### config.mk
export PLATFORM = sky130hd
export DESIGN_NAME = bus_arbiter
export DESIGN_NICKNAME = d
export VERILOG_FILES = /design/src/rtl/bus_arbiter.sv
export SDC_FILE = /design/constraint.sdc
export NUM_CORES = 1
export LEC_CHECK = 0
export CAP_MARGIN = 20
export CORE_AREA = 8 8 122 124
export CTS_CLUSTER_SIZE = 40
export DETAILED_ROUTE_END_ITERATION = 8
export DIE_AREA = 0 0 130 132
export PLACE_DENSITY = 0.68
export SYNTH_ARGS = -nofsm -noshare
export SYNTH_HDL_FRONTEND = slang
export SYNTH_SLANG_ARGS = --single-unit
### constraint.sdc
create_clock -name clk -period 2.77 [get_ports clk]
set_input_delay 0.277 -clock clk [delete_from_list [all_inputs] [get_ports clk]]
set_output_delay 0.277 -clock clk [all_outputs]
set_load 0.01 [all_outputs]
### src/rtl/bus_arbiter.sv
// bus_arbiter: shares the single CPU memory bus among four masters.
//   0 = IF-stage fetch, 1 = MEM-stage data access, 2/3 = expansion masters.
// Grant is a registered round-robin with an active-low req_/grnt_ handshake.
// A hold counter forcibly rotates ownership when one master keeps the bus
// for TIMEOUT consecutive cycles while another master is waiting.
//
// Ports:
//   clk          system clock
//   reset        synchronous, active-low reset
//   m_req_       per-master request, active low (bit i = master i)
//   m_grnt_      per-master grant, active low, one-hot-low or all high
//   m_addr       4 x 30-bit word address, master i at [30i+29:30i]
//   m_as_        per-master address strobe, active low
//   m_rw         per-master read/write (1 = READ, 0 = WRITE)
//   m_wr_data    4 x 32-bit write data, master i at [32i+31:32i]
//   s_addr       shared bus word address
//   s_as_        shared bus address strobe, active low
//   s_rw         shared bus read/write
//   s_wr_data    shared bus write data
//   owner        index of current owner, valid only while busy=1
//   busy         1 while any master holds a grant
//   timeout_err  one-cycle pulse when a forced revoke happens
module bus_arbiter #(
  parameter int TIMEOUT = 255,
  parameter int CNT_W   = 8
) (
  input  logic         clk,
  input  logic         reset,
  input  logic [3:0]   m_req_,
  output logic [3:0]   m_grnt_,
  input  logic [119:0] m_addr,
  input  logic [3:0]   m_as_,
  input  logic [3:0]   m_rw,
  input  logic [127:0] m_wr_data,
  output logic [29:0]  s_addr,
  output logic         s_as_,
  output logic         s_rw,
  output logic [31:0]  s_wr_data,
  output logic [1:0]   owner,
  output logic         busy,
  output logic         timeout_err
);

  typedef enum logic {
    IDLE  = 1'b0,
    OWNED = 1'b1
  } state_t;

  localparam logic [CNT_W-1:0] CNT_LAST = CNT_W'(TIMEOUT - 1);
  localparam logic [CNT_W-1:0] CNT_MAX  = CNT_W'(TIMEOUT);
  localparam logic [CNT_W-1:0] CNT_ONE  = CNT_W'(1);

  state_t           state_r;
  logic [3:0]       grant_r;
  logic [1:0]       owner_r;
  logic [1:0]       last_r;
  logic [CNT_W-1:0] hold_cnt_r;
  logic             timeout_err_r;

  logic [3:0]       req_s;       // active-high copy of m_req_
  logic [3:0]       others_s;    // requesters other than the current owner
  logic [1:0]       idle_pick_s;
  logic [1:0]       pass_pick_s;

  // First set bit of want searching cyclically from (from+1); the final
  // step (k=4) wraps back onto from itself.
  function automatic logic [1:0] pick_next(input logic [3:0] want,
                                           input logic [1:0] from);
    logic [1:0] idx;
    logic [1:0] pick;
    pick = from;
    for (int k = 4; k >= 1; k--) begin
      idx = from + 2'(k);
      if (want[idx]) begin
        pick = idx;
      end else begin
        pick = pick;
      end
    end
    return pick;
  endfunction

  // Request decode and cyclic-search candidates for idle grant and handover.
  always_comb begin
    req_s       = ~m_req_;
    others_s    = req_s & ~(4'b0001 << owner_r);
    idle_pick_s = pick_next(req_s, last_r);
    pass_pick_s = pick_next(others_s, owner_r);
  end

  // Arbitration state: grant, owner, last-owner pointer, hold counter, error pulse.
  always_ff @(posedge clk) begin
    if (!reset) begin
      state_r       <= IDLE;
      grant_r       <= 4'b1111;
      owner_r       <= 2'd0;
      last_r        <= 2'd3;
      hold_cnt_r    <= {CNT_W{1'b0}};
      timeout_err_r <= 1'b0;
    end else begin
      timeout_err_r <= 1'b0;
      case (state_r)
        IDLE: begin
          if (|req_s) begin
            state_r    <= OWNED;
            owner_r    <= idle_pick_s;
            grant_r    <= ~(4'b0001 << idle_pick_s);
            hold_cnt_r <= {CNT_W{1'b0}};
          end else begin
            grant_r <= 4'b1111;
          end
        end
        OWNED: begin
          if (req_s[owner_r]) begin
            // ">=" also catches a counter already saturated before a
            // competitor showed up, so the owner can never keep the bus
            // indefinitely once someone is waiting.
            if ((|others_s) && (hold_cnt_r >= CNT_LAST)) begin
              owner_r       <= pass_pick_s;
              grant_r       <= ~(4'b0001 << pass_pick_s);
              last_r        <= owner_r;
              hold_cnt_r    <= {CNT_W{1'b0}};
              timeout_err_r <= 1'b1;
            end else if (hold_cnt_r != CNT_MAX) begin
              hold_cnt_r <= hold_cnt_r + CNT_ONE;
            end else begin
              hold_cnt_r <= hold_cnt_r;
            end
          end else begin
            last_r <= owner_r;
            if (|others_s) begin
              // Direct handover, no idle gap.
              owner_r    <= pass_pick_s;
              grant_r    <= ~(4'b0001 << pass_pick_s);
              hold_cnt_r <= {CNT_W{1'b0}};
            end else begin
              state_r <= IDLE;
              grant_r <= 4'b1111;
            end
          end
        end
        default: begin
          state_r <= IDLE;
          grant_r <= 4'b1111;
        end
      endcase
    end
  end

  // Shared-bus mux driven from the registered owner; idle bus is a disabled read.
  always_comb begin
    s_addr    = 30'd0;
    s_as_     = 1'b1;
    s_rw      = 1'b1;
    s_wr_data = 32'd0;
    if (state_r == OWNED) begin
      case (owner_r)
        2'd0: begin
          s_addr = m_addr[29:0];   s_as_ = m_as_[0]; s_rw = m_rw[0]; s_wr_data = m_wr_data[31:0];
        end
        2'd1: begin
          s_addr = m_addr[59:30];  s_as_ = m_as_[1]; s_rw = m_rw[1]; s_wr_data = m_wr_data[63:32];
        end
        2'd2: begin
          s_addr = m_addr[89:60];  s_as_ = m_as_[2]; s_rw = m_rw[2]; s_wr_data = m_wr_data[95:64];
        end
        2'd3: begin
          s_addr = m_addr[119:90]; s_as_ = m_as_[3]; s_rw = m_rw[3]; s_wr_data = m_wr_data[127:96];
        end
        default: begin
          s_addr = 30'd0; s_as_ = 1'b1; s_rw = 1'b1; s_wr_data = 32'd0;
        end
      endcase
    end else begin
      s_addr    = 30'd0;
      s_as_     = 1'b1;
      s_rw      = 1'b1;
      s_wr_data = 32'd0;
    end
  end

  assign m_grnt_     = grant_r;
  assign owner       = owner_r;
  assign busy        = (state_r == OWNED);
  assign timeout_err = timeout_err_r;

endmodule

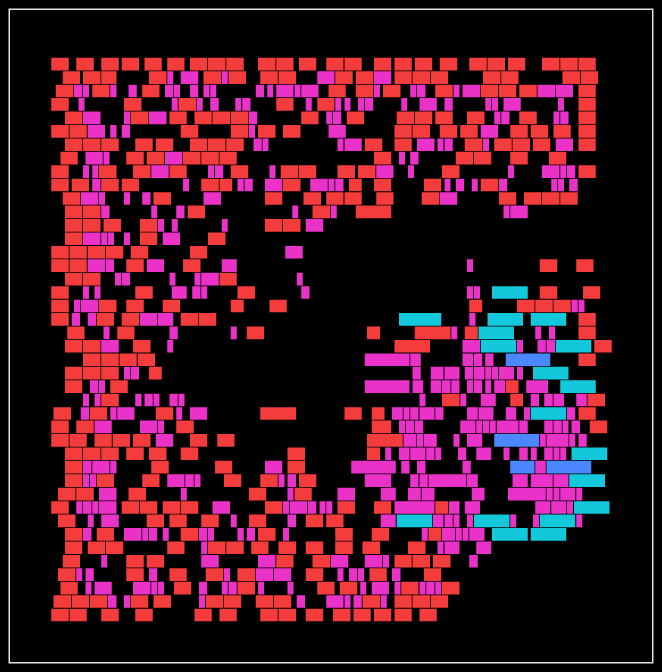
run_1/class_map.png
Key: remaining buffers and delay cells = red [cells 352]; remaining logic cells = magenta [cells 385]; registers = cyan [cells 18]; clock drivers and dummy loads = blue [cells 4]

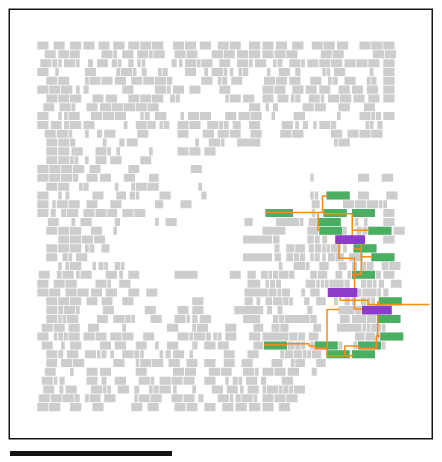
run_1/clock_wires.png
The bar under the picture is 50 um long.
Key: clock wires = orange [length 222 um]; flip-flops = green [count 18]; clock-net drivers = purple [count 3]
There are 4 routed clock nets.

==> results_slide.txt, run 1 <==
Implementation Results

Logic synthesis
  • Dominant cell area share: a little under a quarter
  • EDFF count, synth: 0
  • Seq share, synth: between 10% and 20%
  • Yosys aoi share: between 40% and 50%
  • Ys flops: 18
  • Top cells, area: a222oi_1 23%, nor2_1 19%, dfxtp_1 13%
  • Async S/R FF share, synth: 0%
  • Synth top cell by count: nor2_1
  • Ys cells: about 450
  • MUX share of area: less than 1%
  • Synth logic family: AND-OR/OR-AND gates
  • Net Count, Synth: 719
  • Adder share: 2.66%
  • Post-synth top cells: 140 x nor2_1, 69 x a21oi_1, 64 x a222oi_1, 33 x clkbuf_1, 21 x nand2_1
  • Simple share: between 20 and 30%
  • Post-synthesis cell area: 0.00282 mm2
  • Leading area contributor after synthesis: a222oi_1

Worst hold path
  • Tightest Hold Check Type: reg -> reg
  • Hold EP: m_grnt_[1]
  • Hold Crit Start: m_grnt_[1]

Global route
  • First-pass GRT wire length: around 30,000 um
  • Busiest metal layer after global routing: met2
  • Vias in the first global route: 4,921
  • Met3 GRT Util: 6.55%
  • Grt total ovfl: 0
  • Grt met1 use: about a quarter
  • Largest net degree at the start of global routing: 86

Power
  • Clock power share: 11.3%
  • PwrDens: between 400 and 500 mW/mm2
  • NetSw: 1.19 mW
  • Switch share: between 40% and 50%
  • Power of the clock network: roughly 320 uW
  • Biggest consumer: combinational logic
  • Lkg Pwr: about 2.3 nW
  • Sequential share of power: between 10% and 20%
  • Comb. pwr: 2.14 mW
  • Power share of the combinational group: between 70% and 80%
  • Int Power: approximately 1.6 mW

Route
  • Final wirelength: 21,000 um
  • Metal2 WL: around 11,000 um
  • Vias per cell: 5.34
  • DR pass1 iterations: 7
  • WL met3: 1870 um
  • ANT nets after route: 0
  • Total number of vias: between 5,000 and 6,000
  • Met1 wire length: about 7800 um
  • DR iter-0 viols: roughly 660

Cells and area
  • Ant diodes: 1
  • Fill count: about 1,300
  • Reg with most FFs: hold_cnt_r
  • Clkbuf count: 4
  • Most common logic cells in the final layout: 332 x clkdlybuf4s50_1, 140 x nor2_1, 66 x a21oi_1, 64 x a222oi_1, 21 x nand2_1
  • Top cell category: buffers
  • Most instantiated logic cell after routing: clkdlybuf4s50_1
  • Fin area: 0.00653 mm2
  • Inverter count: 9
  • Fin cells: around 940
  • Layout cells sized above 1: about 5.7%
  • P&R area growth vs syn: 132%
  • Register Area: around 360 um2
  • Comb/total area: between 30% and 40%
  • Gate Area: ~0.0023 mm2
  • ClkCell Share: about 1.4%
  • Final Core Density: 50.3%

Run status
  • Status: completed

Run
  • Max-Cap Viols: 0
  • Tool warnings: 30

Timing
  • Hold_ws: about 480 ps
  • Post-layout period usage: 97.3%
  • Worst Tran Pin Value: 608 ps
  • Unrepaired setup endpoints after global routing: no
  • Worst slew margin relative to its limit: approximately 60%
  • Min cycle time layout: about 2700 ps
  • Slew Viols, Final: 0
  • Max frequency: between 300 and 400 MHz
  • Final setup vio count: 0
  • Final TNS setup: 0 ps
  • Final Hold Viols: 0

Critical path
  • Slowest CP cell: clkdlybuf4s50_1
  • CP dominant cell by count: nor2_1
  • CP endpoint: s_wr_data[0]
  • Crit-path max FO: 24
  • WP depth: 8
  • Beginning of the critical path: owner[0]
  • Critical path type: reg -> out
  • Worst r2r path cells: 9
  • CP endpoint kind: primary output
  • Critical Path Start Type: flop
  • Critical Path Max Stage Delay: roughly 500 ps
  • Worst endpoint data arrival time: approximately 2400 ps
  • Top delay family on crit path: buffers and inverters
  • Buffers plus inverters on the worst setup path: 3
  • Reg-to-reg setup timing slack: approximately 230 ps

Clock network
  • Clk latency late pin: 250 ps
  • Maximum clock insertion buffer count: 2
  • CTS resizes: 7
  • Post-CTS Setup Bufs: 0
  • CTS Buf Count: 3
  • Clk root buf: clkbuf_16
  • CTS H-Tree Depth: 1
  • Cts hold-fix bufs: 0

Placement
  • Area after DPL: 0.00640 mm2
  • Worst slack, placed: between 50 and 60 ps
  • Number of port buffers: around 330

Floorplanning
  • # IOs: about 330
  • Full die area: 0.0172 mm2
  • Fp_density: a little over a fifth
  • DIE WIDTH: 130 um
  • Core box area: 0.0130 mm2
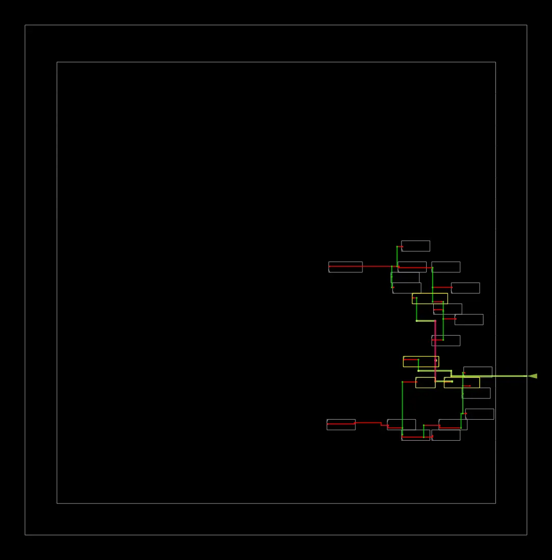
run_1/clock_nets.png
flop count: 18
clock sinks: 18

run_1/ff_map.png
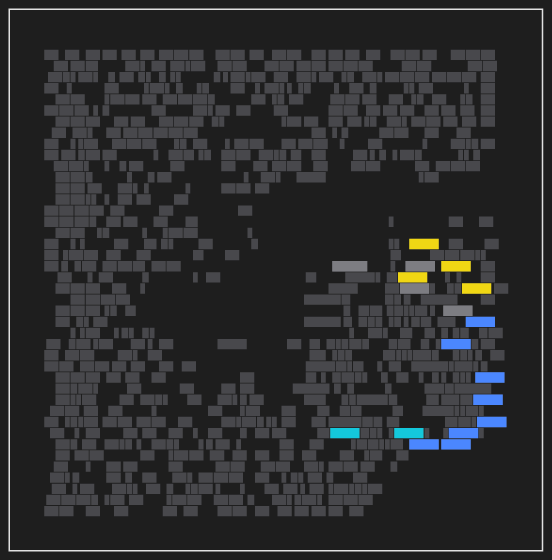

--- run 2 (diff from run 1) ---
GPL_ROUTABILITY_DRIVEN = 0   (was default)
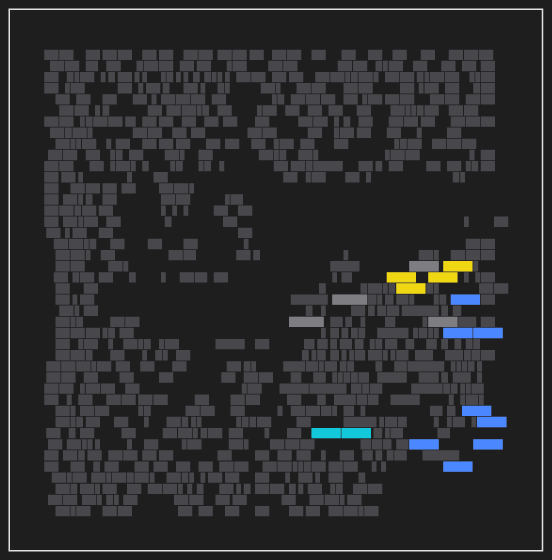
run_2/ff_map.png
Key: `last_r` = cyan [flops 2]; `m_grnt_` = yellow [flops 4, where right middle]; `hold_cnt_r` = blue [flops 8, where bottom right]
Another 4 sequential cells are not colored.

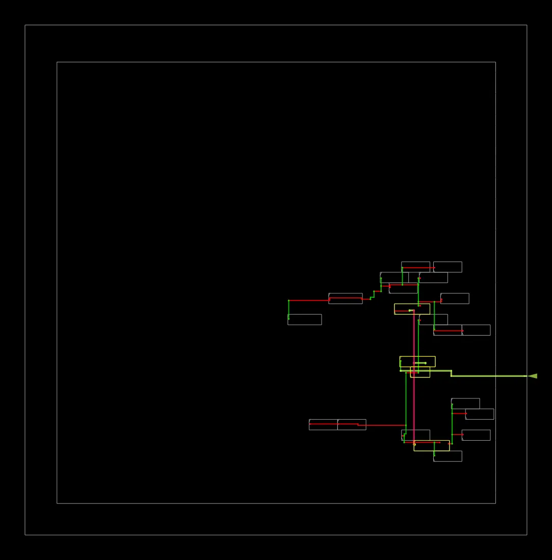
run_2/clock_nets.png
clk latency late pin: 250 ps
power of the clock network: 320 uW
Worst Skew: 1.12 ps
clkbuf count: 4

==> run 2 against run 1 <==
Effect of this change: via count shrank 0.76%; clock skew shrank 0.87 ps; routed wire length shrank 1.3%; critical path type unchanged; non-clock buffer count shrank 3; largest cell class unchanged; synthesized cell count is the same; sequential cell count is the same; sequential power grew 2%.
==> results_slide.txt, run 2 <==
Implementation Results

Run status
  • Status: completed

Route
  • DR iter-0 viols: slightly below 700
  • Met1 wire length: approximately 7800 um
  • ANT nets after route: 0
  • Final wirelength: 20,700 um
  • DR pass1 iterations: 7
  • Vias per cell: roughly 5.3
  • Metal2 WL: about 11,000 um
  • WL met3: approximately 1800 um

Run
  • Max-Cap Viols: 0
  • Tool warnings: 30

Timing
  • Worst slew margin relative to its limit: between 50% and 60%
  • Unrepaired setup endpoints after global routing: no
  • Min cycle time layout: about 2700 ps
  • Post-layout period usage: 96.4%
  • Max frequency: roughly 370 MHz
  • Final setup vio count: 0
  • Final TNS setup: 0 ps
  • Slew Viols, Final: 0
  • Final Hold Viols: 0
  • Hold_ws: ~480 ps

Cells and area
  • Most instantiated logic cell after routing: clkdlybuf4s50_1
  • Fin cells: approximately 930
  • Gate Area: 0.00227 mm2
  • Most common logic cells in the final layout: 332 x clkdlybuf4s50_1, 140 x nor2_1, 66 x a21oi_1, 64 x a222oi_1, 21 x nand2_1
  • Reg with most FFs: hold_cnt_r
  • Ant diodes: 2
  • Flop count: 18
  • Inverter count: 9
  • Register Area: ~370 um2
  • Top cell category: buffers
  • Fill count: between 1,000 and 1,500
  • ClkCell Share: ~1.4%
  • Fin area: between 0.006 and 0.007 mm2

Power
  • Clock power share: 11.5%
  • PwrDens: between 400 and 500 mW/mm2
  • Power share of the combinational group: around 77%
  • Int Power: about 1.6 mW
  • Switch share: a little over two fifths
  • Comb. pwr: about 2.1 mW
  • Lkg Pwr: about 2.3 nW
  • Biggest consumer: combinational logic
  • NetSw: between 1 and 1.5 mW
  • Sequential share of power: a little under an eighth

Worst hold path
  • Tightest Hold Check Type: reg -> reg
  • Hold Crit Start: m_grnt_[1]
  • WHS Path Cells: 2
  • Hold EP: m_grnt_[1]

Critical path
  • Critical Path Start Type: flop
  • Crit-path max FO: 39
  • Worst r2r path cells: 10
  • Reg-to-reg setup timing slack: a little under 300 ps
  • CP dominant cell by count: nor2_1
  • Worst endpoint data arrival time: 2390 ps
  • Critical Path Max Stage Delay: 570 ps
  • WP depth: 8
  • Top delay family on crit path: AND-OR/OR-AND gates
  • Beginning of the critical path: owner[0]
  • Slowest CP cell: a222oi_1

Clock network
  • CTS Buf Count: 3
  • Clk root buf: clkbuf_16
  • CTS H-Tree Depth: 1
  • Post-CTS Setup Bufs: 0
  • Maximum clock insertion buffer count: 2
  • Cts hold-fix bufs: 0

Logic synthesis
  • Seq share, synth: roughly an eighth
  • Simple share: between 20% and 30%
  • Adder share: around 2.7%
  • Top cells, area: a222oi_1 23%, nor2_1 19%, dfxtp_1 13%
  • Yosys aoi share: roughly 45%
  • Synth top cell by count: nor2_1
  • Synth logic family: AND-OR/OR-AND gates
  • Ys cells: approximately 450
  • Post-synthesis cell area: roughly 0.0028 mm2
  • Async S/R FF share, synth: 0%
  • Dominant cell area share: 22.7%
  • Net Count, Synth: roughly 720
  • Post-synth top cells: 140 x nor2_1, 69 x a21oi_1, 64 x a222oi_1, 33 x clkbuf_1, 21 x nand2_1
  • Main flop type: dfxtp_1
  • Ys flops: 18

Global route
  • First-pass GRT wire length: ~30,000 um
  • Busiest metal layer after global routing: met2
  • Largest net degree at the start of global routing: 84
  • Grt total ovfl: 0

Floorplanning
  • # IOs: between 300 and 400
  • Core box area: around 0.013 mm2
  • DIE WIDTH: 130 um
  • Full die area: 0.0172 mm2
  • Fp_density: between 20% and 30%
  • Tap cells: 176

Placement
  • Area after DPL: 0.00639 mm2
  • Number of port buffers: roughly 330
  • Worst slack, placed: 54.0 ps
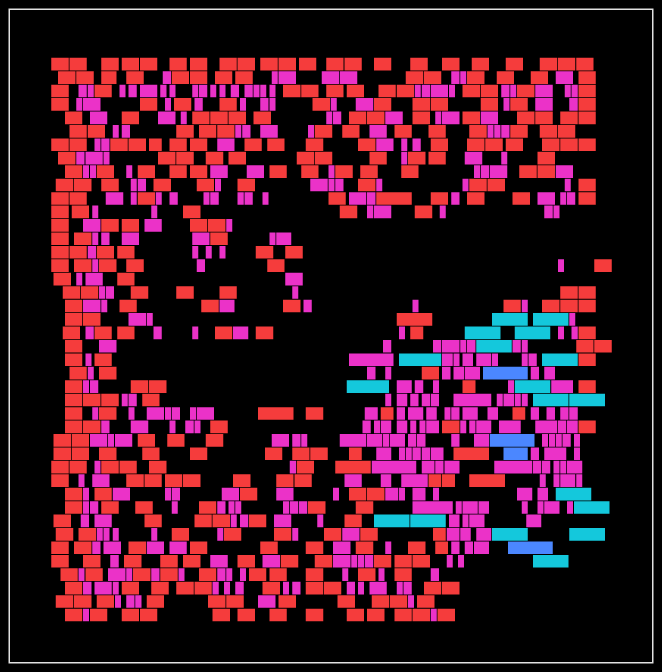
run_2/class_map.png
Key: remaining logic cells = magenta [cells 385]; remaining buffers and delay cells = red [cells 349]; registers = cyan [cells 18]; clock drivers and dummy loads = blue [cells 4]

run_2/gates.png
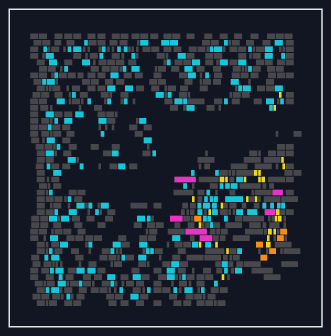

--- run 3 (diff from run 2) ---
==> constraint.sdc (replaced) <==
create_clock -name clk -period 2.77 [get_ports clk]
set_input_delay 0.554 -clock clk [delete_from_list [all_inputs] [get_ports clk]]
set_output_delay 0.554 -clock clk [all_outputs]
set_load 0.01 [all_outputs]
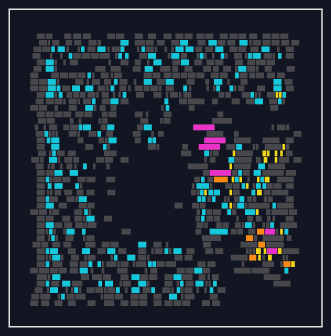
run_3/gates.png
Key: xor and xnor cells = orange [cells 6, most used xnor2_1, where bottom right]; nand cells = yellow [cells 28, most used nand2_1, where right middle]; fa/ha/maj cells = magenta [cells 6, most used ha_4]; aoi and oai cells = cyan [cells 161, most used a21oi_1, where all over the die]

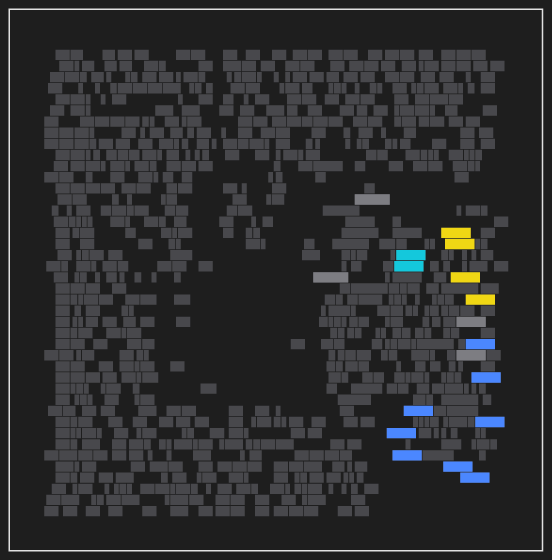
run_3/ff_map.png
Key: `hold_cnt_r` = blue [flops 8, where bottom right]; `last_r` = cyan [flops 2]; `m_grnt_` = yellow [flops 4, where right middle]

==> run 3 against run 2 <==
Effect of this change: sequential power shrank 2%; critical path depth grew 1; synthesized cell count is the same; area after synthesis is the same; die size is the same; sequential share of layout area shrank 0.26 points.
==> results_slide.txt, run 3 <==
Implementation Results

Cells and area
  • Register Area: around 370 um2
  • Fin cells: between 900 and 1,000
  • Layout cells sized above 1: between 10% and 20%
  • Most instantiated logic cell after routing: clkdlybuf4s50_1
  • Flop count: 18
  • Top cell category: buffers
  • Reg with most FFs: hold_cnt_r
  • Clkbuf count: 4
  • Fin area: 0.00683 mm2
  • Inverter count: 9
  • Comb/total area: between 30 and 40%
  • Gate Area: 0.00231 mm2
  • Ant diodes: 0
  • P&R area growth vs syn: 142%
  • Fill count: around 1,300

Global route
  • Grt total ovfl: 0
  • Largest net degree at the start of global routing: about 45
  • Vias in the first global route: 5,213
  • Busiest metal layer after global routing: met2
  • Grt met1 use: around a quarter
  • Met3 GRT Util: between 6 and 7%

Route
  • Metal2 WL: 11,100 um
  • DR pass1 iterations: 7
  • Met1 wire length: ~8000 um
  • Vias per cell: ~5.3
  • Final wirelength: 21,500 um
  • Total number of vias: roughly 5,000
  • ANT nets after route: 0

Timing
  • Max frequency: between 300 and 400 MHz
  • Final Hold Viols: 0
  • Worst Tran Pin Value: around 520 ps
  • Final TNS setup: 0 ps
  • Min cycle time layout: approximately 2700 ps
  • Final setup vio count: 0
  • Slew Viols, Final: 0

Clock network
  • CTS H-Tree Depth: 1
  • Maximum clock insertion buffer count: 2
  • Clk latency late pin: 250 ps
  • CTS resizes: approximately 53
  • Cts hold-fix bufs: 0

Logic synthesis
  • Adder share: between 2 and 3%
  • Post-synth top cells: 140 x nor2_1, 69 x a21oi_1, 64 x a222oi_1, 33 x clkbuf_1, 21 x nand2_1
  • Net Count, Synth: 719
  • Top cells, area: a222oi_1 23%, nor2_1 19%, dfxtp_1 13%
  • Synth top cell by count: nor2_1
  • Post-synthesis cell area: between 0.002 and 0.003 mm2
  • Synth logic family: AND-OR/OR-AND gates
  • Ys flops: 18
  • EDFF count, synth: 0
  • Leading area contributor after synthesis: a222oi_1
  • MUX share of area: 0.799%
  • Dominant cell area share: 22.7%

Critical path
  • WP depth: 9
  • Worst endpoint data arrival time: between 2000 and 2500 ps
  • Buffers plus inverters on the worst setup path: 4
  • Worst r2r path cells: 12
  • Critical Path Start Type: flop
  • Top delay family on crit path: buffers and inverters
  • Critical path type: reg -> out
  • CP endpoint kind: primary output
  • Critical Path Max Stage Delay: approximately 380 ps
  • Reg-to-reg setup timing slack: 110 ps
  • Crit-path max FO: 6
  • Beginning of the critical path: owner[0]
  • Slowest CP cell: dfxtp_4

Placement
  • Number of port buffers: 333
  • Area after DPL: 0.00657 mm2

Power
  • PwrDens: approximately 440 mW/mm2
  • Int Power: approximately 1.7 mW
  • Lkg Pwr: 2.98 nW
  • Power of the clock network: 315 uW
  • Comb. pwr: around 2.3 mW
  • Sequential share of power: 10.9%
  • Clock power share: a little over a tenth
  • Biggest consumer: combinational logic

Run
  • Max-Cap Viols: 0
  • Tool warnings: 31

Floorplanning
  • Fp_density: 21.7%
  • Core box area: approximately 0.013 mm2
  • Tap cells: between 150 and 200

Worst hold path
  • WHS Path Cells: 2
  • Tightest Hold Check Type: reg -> reg
  • Hold EP: m_grnt_[3]

Run status
  • Status: completed
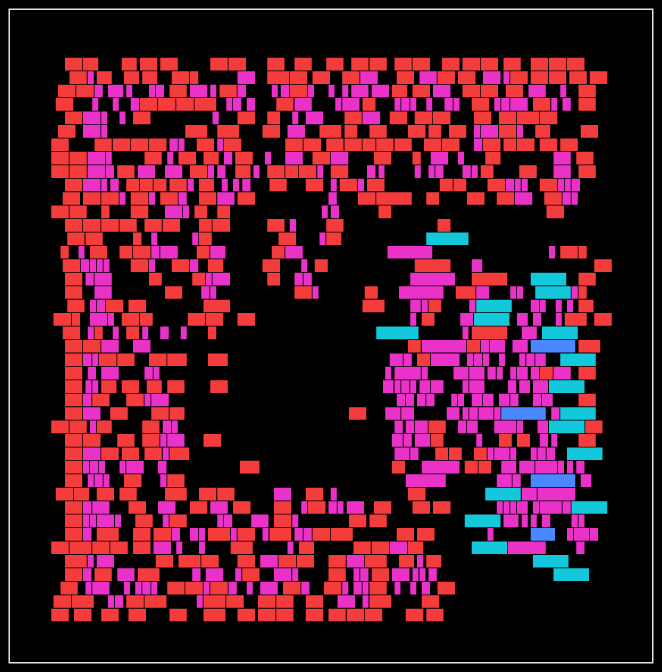
run_3/class_map.png
Key: remaining buffers and delay cells = red [cells 388]; clock drivers and dummy loads = blue [cells 4]; remaining logic cells = magenta [cells 385]; registers = cyan [cells 18]

Power and IR drop assume default switching activity.
